Design unsign_multiplier, sky130hd; sources not shown.
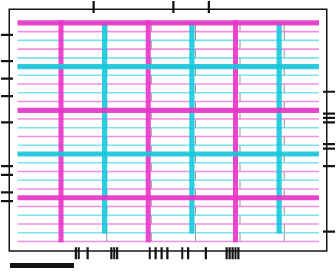
Figure 1: run 1, power grid.
Bar = 20 um. Pins as bars on the die edge. Tap cells in grey.
colour	net
cyan	VDD
magenta	VSS
met1 rails	26
tap cells	81
rows	25
peak ir drop on the vdd network: 0.000670 V
height of the die: 74.7 um
Die X-Extent: 98.3 um
total core area: 6380 um^2

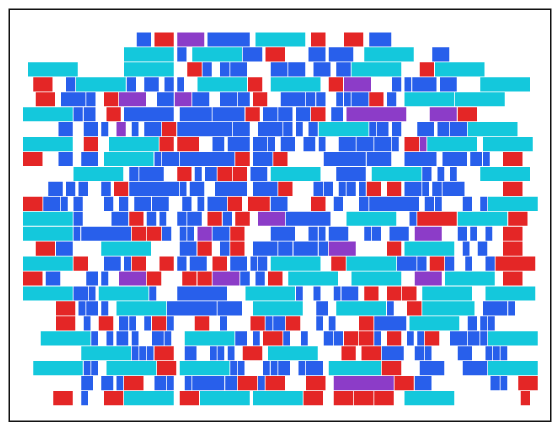
Figure 2: run 1, cell classes on the final placement.
colour	class	cells	share of their area
cyan	flops	63	34%
blue	combinational and other logic	269	42%
purple	clock drivers and dummy loads	16	4.8%
red	other buffers and delay cells	102	19%
Util after Layout: 0.737
total number of placement rows: 25
Seq area share: 0.336
Post-Layout Inst Area: 4700 um^2

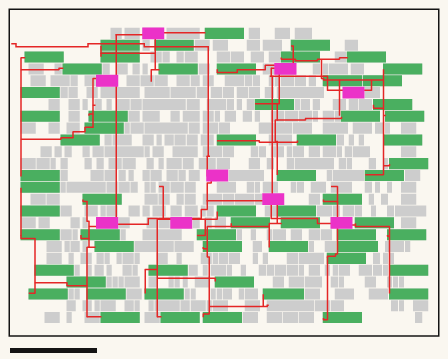
Figure 3: run 1, clock distribution.
Bar = 20 um.
[magenta] clock drivers | count: 9
[red] clock wires | length: 843 um
[green] flip-flops | count: 63
flops lie	widely spread
part of the total power dissipated in the clock network: 0.201
P_clk: 1190 uW
source-to-sink clock delay at the later pin of the worst-skew pair: 350 ps
setup skew after layout: 10.7 ps

==> notes.md, run 1 <==
Physical implementation

Per the layout report, the design carries 455 filler cells. Across all setup checks in the final design, the least slack found is -155 ps. From the final report, the count of setup violators was given as 11. The required time at the worst-slack endpoint is 2370 ps. The Yosys warning count is 0.

For this run, global-route usage on met1 was measured as 0.361. Global route summary, busiest routing layer listed as met2. By instance count after routing, the leading logic cell type is dfrtp_1. Per the area breakdown, the dominant cell category is multi-input combinational cells.

Setup repair after global routing could not meet its margin everywhere. The wire length on met3 is 382 um. Setup slack on the worst path after placement came out at -220 ps. The worst hold slack is 308 ps. The synthesis run shows the most used standard cells to be dfrtp_1 (62), nand2_1 (57), nor2_1 (30).

The family with the most delay on the worst path is AND-OR/OR-AND gates. The flow ran to the end, but the final reports show violations. The share of total power dissipated in combinational logic is 0.489. The most instantiated library cell after synthesis is dfrtp_1. The synthesis report lists the most area-consuming cells as dfrtp_1 (46%), nand2_1 (6.3%), ha_1 (6.3%).

In this run, CTS created clock tree buffers numbering 9. The reg-to-reg setup timing slack is -160 ps. The final timing summary puts the cycle share of the worst path at 1.07. The worst setup path is captured at a register. In the global route stage, overall resource usage came out at 0.266. Grouping non-sequential cells by family puts the most area in AND-OR/OR-AND gates. The smallest clock period supported by the final layout is computed as 2260 ps. The final reports fail on negative setup slack.

The clock tree has to reach 63 sinks. Per the post-synthesis report, the nets total 392. The length of routed wiring on met1 is 4240 um. The number of antenna violations at the first check in global routing was 0. According to the dpl log, the detail-placed design has an HPWL of 6100 um. The buffers plus inverters on the worst setup path is 0. The initial cell density of the core is 0.533. The fraction of the mapped netlist area in compound gates is 0.209. The logic depth of the worst setup path including buffers is 8.

Of the post-synthesis cell area, the dominant cell type holds 0.456. 38 I/O pins were placed. Buffers inserted to repair hold after CTS numbered 1.

Per the synth stats, the flop cell with the highest instance count is dfrtp_1. Post-CTS repair ended up resizing 21 cells. The last weighted congestion value of the routability-driven placer is 0.892.
Figure 4. The clock network (run 1).
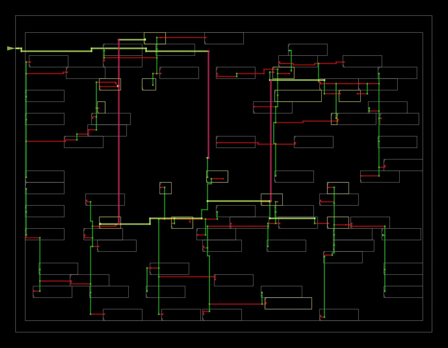

==> run 2, diff against run 1 <==
--- a/config.mk
+++ b/config.mk
@@ -8,7 +8,7 @@
 export CAP_MARGIN = 40
 export CORE_ASPECT_RATIO = 0.75
 export CORE_MARGIN = 2
-export CORE_UTILIZATION = 51
+export CORE_UTILIZATION = 40
 export CTS_CLUSTER_DIAMETER = 60
 export DETAILED_ROUTE_END_ITERATION = 6
 export MAX_ROUTING_LAYER = met4
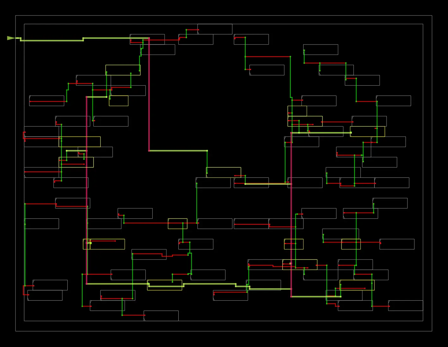
Figure 5: run 2, the clock network.
clock tree sinks: 63
num sequential: 63

==> run 2 against run 1 <==
  * The flow still finishes with violations (negative setup slack)
  * Area after synthesis did not move
  * Clock skew shrank 3.1 ps
  * Flip-flop count unchanged
  * Via count decreased by 0.24%
  * Register-to-register slack improved by 20 ps
  * Sequential power barely moved
  * Combinational power increased by 9.7%
  * Maximum frequency grew 0.73%
  * Final cell count up 7.0%
  * Critical path type unchanged
  * Largest power group unchanged
  * Highest routed layer unchanged
==> notes.md, run 2 <==
Physical implementation

After its last routability iteration, the placer logged a weighted congestion of 0.890. The final reports fail on negative setup slack. The family with the most delay on the worst path is AND-OR/OR-AND gates. The number of fill cells in the layout is 699. The logic depth of the worst setup path including buffers is 8.

The final core utilization is 0.598. Measured along the x axis, the die boundary spans 110 um. The number of CTS-inserted buffers is 9. The length of routed wiring on met1 is 4830 um. The end-of-flow timing check tallies setup violations at 8. For reference, the top cells by area after synthesis are dfrtp_1 (46%), nand2_1 (6.3%), ha_1 (6.3%). The global routing usage on met1 is 0.316.

The reg-to-reg setup timing slack is -140 ps. The critical path endpoint category is a register. Summed over all nets, wire length on met3 after detailed routing comes to 280 um. The total clock network power is 1620 uW. The cell area after layout is 4990 um^2. Once routing completed, OpenROAD measured the worst setup slack at -139 ps.

The number of nets in the synthesized netlist is 392. The count of instances resized after the clock tree is built is 17. The run finished, with violations left. The cell-mix breakdown from Yosys lists the compound-gate area share as 0.209.
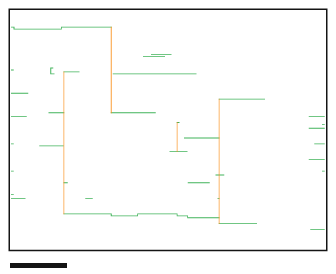
Figure 6: run 2, routed metal, one colour a layer.
Bar = 20 um. Two of the layers only.
colour	layer	wire length
orange	metal 4	133 um
green	metal 3	281 um
final routed wirelength across all metal layers: 9210 um
total via count after detailed routing: 2937
GRT Resource Usage Total: 0.214
average wire length per cell after detail routing: 16.2 um

Figure 7. Power grid (run 2).
Bar = 20 um. Pins as bars on the die edge. Tap cells in grey.
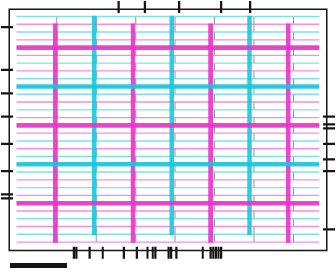

==> run 3, diff against run 2 <==
--- a/config.mk
+++ b/config.mk
@@ -13,6 +13,7 @@
 export DETAILED_ROUTE_END_ITERATION = 6
 export MAX_ROUTING_LAYER = met4
 export PLACE_DENSITY_LB_ADDON = 0.15
+export SKIP_LAST_GASP = 1
 export SLEW_MARGIN = 30
 export SYNTH_ARGS = -nofsm -noshare
 export SYNTH_HDL_FRONTEND = slang
==> constraint.sdc (replaced) <==
create_clock -name Clk -period 2.6 [get_ports Clk]
set_input_delay 0.26 -clock Clk [delete_from_list [all_inputs] [get_ports Clk]]
set_output_delay 0.26 -clock Clk [all_outputs]
set_load 0.01 [all_outputs]
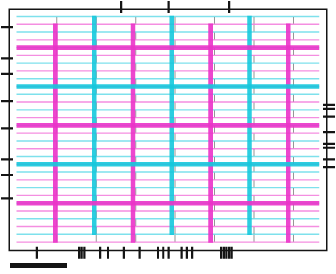
Figure 8: run 3, power grid.
Bar = 20 um. Pins as bars on the die edge. Tap cells in grey.
colour	net
magenta	VSS
cyan	VDD
signal pins	38
met4 straps	7
Die X-Extent: 110 um
peak ir drop on the vdd network: 0.000607 V
height of the die: 83.9 um

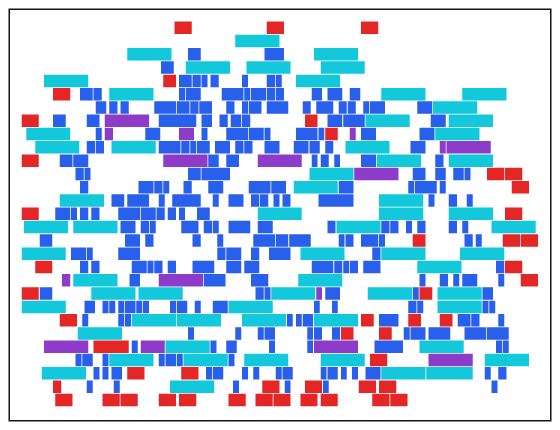
Figure 9: run 3, cell classes on the final placement.
colour	class	cells	share of their area
purple	clock drivers and dummy loads	16	6.7%
cyan	flops	63	39%
blue	combinational and other logic	269	43%
red	other buffers and delay cells	49	12%
total number of placement rows: 29
Util after Layout: 0.500
total core area: 8350 um^2
Post-Layout Inst Area: 4170 um^2
Seq area share: 0.378

==> run 3 against run 2 <==
  * The flow now finishes without violations
  * Combinational power shrank 48%
  * Maximum frequency shrank 11%
  * Global-route usage shrank 2.6 points
  * Register-to-register slack gained 220 ps
  * Setup slack gained 220 ps
  * Sequential power shrank 18%
  * Area after synthesis is the same
  * Synthesized cell count is the same
  * Hold slack gained 62 ps
  * Utilization shrank 9.8 points
  * Critical path type unchanged
==> notes.md, run 3 <==
Physical implementation

The global routing usage on met1 is 0.273. As reported, the later end of the worst-skew pair has a clock insertion delay of 330 ps. Across all hold checks on the routed design, the worst slack comes to 417 ps.

In this run, the synthesized area fraction spent on AND-OR/OR-AND gates is recorded as 0.209. The OpenROAD report gives the critical path a required time of 2820 ps. STA classifies the critical path endpoint as a register. The family with the most delay on the worst path is AND-OR/OR-AND gates. The post-cts hold-fix buffer tally is 1. Timing analysis after detailed placement gives a worst setup slack of 100 ps. The net count of the mapped netlist is 392. Fill cells in the final layout number 801. The length of routed wiring on met1 is 4120 um. The post-detailed-placement half-perimeter wirelength is 5550 um. The clock drives 63 sinks. The number of antenna violations at the first check in global routing is 0. The average routed wire per standard cell is 15.8 um. The most common flop cell mapped by yosys is dfrtp_1. The total clock network power is 1080 uW.

The area share of the leading cell type in the synthesized netlist is 0.456. The wire length on met3 is 512 um. The clock skew is 4.61 ps. The most common cell after layout, fill and taps aside is dfrtp_1.

Counting instances in the post-synthesis netlist gives the leading cell types as dfrtp_1 (62), nand2_1 (57), nor2_1 (30). The initial cell density of the core is 0.408. The flow ran to the end, and the final reports show no timing, DRC or antenna violations.
Power is estimated from default activity; no workload was simulated.
